$ cat src/rtl/lc3_mem_ctrl.sv
// LC-3 memory controller: fixed-latency SRAM access with a one-cycle ready pulse.
// Define LC3_MMIO_EN to decode the keyboard/display registers at xFE00..xFE06.
module lc3_mem_ctrl #(
    parameter int unsigned WAIT_CYCLES = 3
) (
    input  logic        clk,
    input  logic        rst,
    input  logic [15:0] mar,
    input  logic [15:0] mdr_in,
    input  logic        mio_en,
    input  logic        rw,
    output logic [15:0] mem_out,
    output logic        r,
    output logic        sram_en,
    output logic        sram_we,
    output logic [15:0] sram_addr,
    output logic [15:0] sram_wdata,
    input  logic [15:0] sram_rdata,
    input  logic        kbd_valid,
    input  logic [7:0]  kbd_data,
    output logic        disp_valid,
    output logic [7:0]  disp_data,
    input  logic        disp_ready
);

    localparam logic [3:0] CNT_LOAD = 4'(WAIT_CYCLES - 1);
    localparam logic [15:0] KBSR_ADDR = 16'hFE00;
    localparam logic [15:0] KBDR_ADDR = 16'hFE02;
    localparam logic [15:0] DSR_ADDR  = 16'hFE04;
    localparam logic [15:0] DDR_ADDR  = 16'hFE06;

    typedef enum logic [1:0] {IDLE, WAIT, DONE} state_t;

    state_t      state, state_next;
    logic [3:0]  cnt, cnt_next;
    logic [15:0] addr_q, wdata_q;
    logic        rw_q, mmio_q;
    logic        mmio_hit;
    logic [15:0] mmio_rdata;
    logic        accept;

    assign accept = (state == IDLE) && mio_en;

    always_comb begin
        state_next = state;
        cnt_next   = cnt;
        case (state)
            IDLE: begin
                if (mio_en) begin
                    if (mmio_hit || WAIT_CYCLES == 1) begin
                        state_next = DONE;
                    end else begin
                        state_next = WAIT;
                        cnt_next   = CNT_LOAD;
                    end
                end
            end
            // The cycle that brings the counter to zero is the last WAIT cycle.
            WAIT: begin
                cnt_next = cnt - 4'd1;
                if (cnt == 4'd1) begin
                    state_next = DONE;
                end
            end
            DONE:    state_next = IDLE;
            default: state_next = IDLE;
        endcase
    end

    always_ff @(posedge clk or negedge rst) begin
        if (!rst) begin
            state   <= IDLE;
            cnt     <= 4'd0;
            addr_q  <= 16'h0000;
            wdata_q <= 16'h0000;
            rw_q    <= 1'b0;
            mmio_q  <= 1'b0;
        end else begin
            state <= state_next;
            cnt   <= cnt_next;
            if (accept) begin
                addr_q  <= mar;
                wdata_q <= mdr_in;
                rw_q    <= rw;
                mmio_q  <= mmio_hit;
            end
        end
    end

    always_ff @(posedge clk or negedge rst) begin
        if (!rst) begin
            mem_out <= 16'h0000;
        end else if (state == DONE && !rw_q) begin
            mem_out <= mmio_q ? mmio_rdata : sram_rdata;
        end
    end

    assign r          = (state == DONE);
    assign sram_en    = (state != IDLE) && !mmio_q;
    assign sram_we    = sram_en && rw_q;
    assign sram_addr  = addr_q;
    assign sram_wdata = wdata_q;

`ifdef LC3_MMIO_EN
    logic       kbsr_ready, kbsr_ie, dsr_ready;
    logic [7:0] kbdr;
    logic       mmio_rd_done, mmio_wr_done;

    assign mmio_hit = (mar == KBSR_ADDR) || (mar == KBDR_ADDR) ||
                      (mar == DSR_ADDR)  || (mar == DDR_ADDR);
    assign mmio_rd_done = (state == DONE) && mmio_q && !rw_q;
    assign mmio_wr_done = (state == DONE) && mmio_q && rw_q;

    always_comb begin
        mmio_rdata = 16'h0000;
        case (addr_q)
            KBSR_ADDR: mmio_rdata = {kbsr_ready, kbsr_ie, 14'b0};
            KBDR_ADDR: mmio_rdata = {8'b0, kbdr};
            DSR_ADDR:  mmio_rdata = {dsr_ready, 1'b0, 14'b0};
            DDR_ADDR:  mmio_rdata = {8'b0, disp_data};
            default:   mmio_rdata = 16'h0000;
        endcase
    end

    // A new keystroke wins over the read-clear so a character is never lost.
    always_ff @(posedge clk or negedge rst) begin
        if (!rst) begin
            kbsr_ready <= 1'b0;
            kbsr_ie    <= 1'b0;
            kbdr       <= 8'h00;
            dsr_ready  <= 1'b1;
            disp_valid <= 1'b0;
            disp_data  <= 8'h00;
        end else begin
            if (kbd_valid) begin
                kbsr_ready <= 1'b1;
                kbdr       <= kbd_data;
            end else if (mmio_rd_done && addr_q == KBDR_ADDR) begin
                kbsr_ready <= 1'b0;
            end
            if (mmio_wr_done && addr_q == KBSR_ADDR) begin
                kbsr_ie <= wdata_q[14];
            end
            if (disp_valid && disp_ready) begin
                disp_valid <= 1'b0;
                dsr_ready  <= 1'b1;
            end else if (mmio_wr_done && addr_q == DDR_ADDR && dsr_ready) begin
                disp_data  <= wdata_q[7:0];
                disp_valid <= 1'b1;
                dsr_ready  <= 1'b0;
            end
        end
    end
`else
    logic unused_inputs;

    assign mmio_hit      = 1'b0;
    assign mmio_rdata    = 16'h0000;
    assign disp_valid    = 1'b0;
    assign disp_data     = 8'h00;
    assign unused_inputs = ^{kbd_valid, kbd_data, disp_ready};
`endif

endmodule

$ cat config.mk
export PLATFORM = sky130hd
export DESIGN_NAME = lc3_mem_ctrl
export DESIGN_NICKNAME = d
export VERILOG_FILES = /design/src/rtl/lc3_mem_ctrl.sv
export SDC_FILE = /design/constraint.sdc
export NUM_CORES = 1
export LEC_CHECK = 0
export ABC_AREA = 1
export CAP_MARGIN = 30
export CORE_MARGIN = 1
export CORE_UTILIZATION = 39
export CTS_CLUSTER_DIAMETER = 50
export DETAILED_ROUTE_END_ITERATION = 10
export PLACE_DENSITY_LB_ADDON = 0.05
export SLEW_MARGIN = 20
export SYNTH_ARGS = -nofsm -noshare
export SYNTH_HDL_FRONTEND = slang
export SYNTH_SLANG_ARGS = --single-unit
$ cat constraint.sdc
create_clock -name clk -period 1.3 [get_ports clk]
set_input_delay 0.325 -clock clk [delete_from_list [all_inputs] [get_ports clk]]
set_output_delay 0.325 -clock clk [all_outputs]
set_load 0.1 [all_outputs]
==> Changelog: implementation <==
### Implementation results

* Die area at between 0.006 and 0.007 mm2
* PnR worst setup slack at -229 ps
* Setup_tns at -623 ps
* Final setup violating endpoints at 3
* Status: complete, but fails checks
* First-pass GRT wire length at 9.64 mm
* Gr busiest metal: met2
* Global Route met3 Usage at 7.09%
* Area growth syn-to-layout at 78.8%
* Largest net degree at the start of global routing at about 56
* Kind of critical path: reg2out
* First-pass iteration count of the detailed router at 4
* Top cell excl fill/tap: nand2_1
* Worst reg2reg endpoint: sram_addr[7]
* Clk ins delay skew pair at approximately 310 ps
* R2R Setup Slk at 60 ps
* Failing checks: negative setup slack
* Dpl cells at 435
* Number of CTS-inserted buffers at 5
* Slowest cell on crit path: dfrtp_2
* RSZ-0062 raised after global routing: yes
-- registers in the layout (all words and copies together), names as in the netlist --
signal,count
mem_out,16
sram_addr,16
state,2
sram_wdata,16
rw_q,1
cnt,4
-- repair_timing --
item | 4_1_cts | 5_1_grt
gates resized | 3 | 3
gates cloned | 0 | 1
pin swaps | 3 | 0
setup endpoints to repair | 3 | 34
setup buffers | 2 | 1
-- cells by family (layout without fill, tap and decap cells) --
family | Yosys count | in the layout | share of synthesized area (%)
and+or+nand+nor | 163 | 163 | 30.6
DFF | 55 | 55 | 58.3
buffers and inverters | 30 | 138 | 8.21
AOI/OAI and AO/OA | 6 | 6 | 1.38
adders and majority gates | 2 | 2 | 1.06
other | 1 | 9 | 0.159
xor gates and xnor gates | 1 | 1 | 0.371
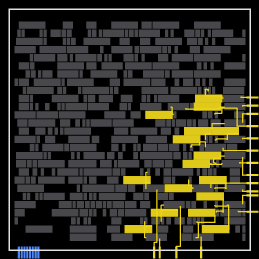
Figure 1: wires at chosen ports, followed through buffers.
(3 px per um)
legend:
  blue:
    port: `kbd_data`
    bits: 8
    direction: input
    edge: bottom
    end_cells: 0
  yellow:
    port: `mem_out`
    bits: 16
    direction: output
    edge: 12 right, 4 bottom
    end_cells: 16
    wire: 262 um
port buffer count: 102
I/O pin cnt: 122

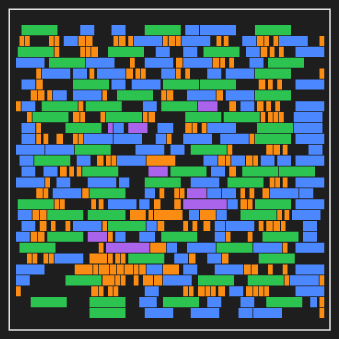
Figure 2: placed cells, one color a class.
(4 px per um)
legend:
  orange:
    class: remaining logic cells
    cells: 189
    share_of_their_area: 21%
  purple:
    class: clock drivers and dummy loads
    cells: 8
    share_of_their_area: 3.2%
  blue:
    class: remaining buffers and delay cells
    cells: 122
    share_of_their_area: 42%
  green:
    class: registers
    cells: 55
    share_of_their_area: 33%
Placeable Area: 0.00568 mm2
final core area utilization: 74.4%
flop share of the area: 32.7%

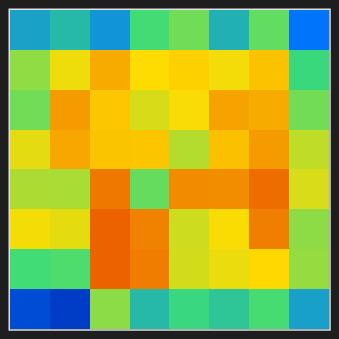
Figure 3: placement density heat map.
(4 px per um) 8 x 8 tiles, from dark blue (low) to red (high), 0 to 100% covered.
tiles over 75% full: 34%
mean over tiles: 65%
fullest tile: 89%
Init Core Util: 41.6%

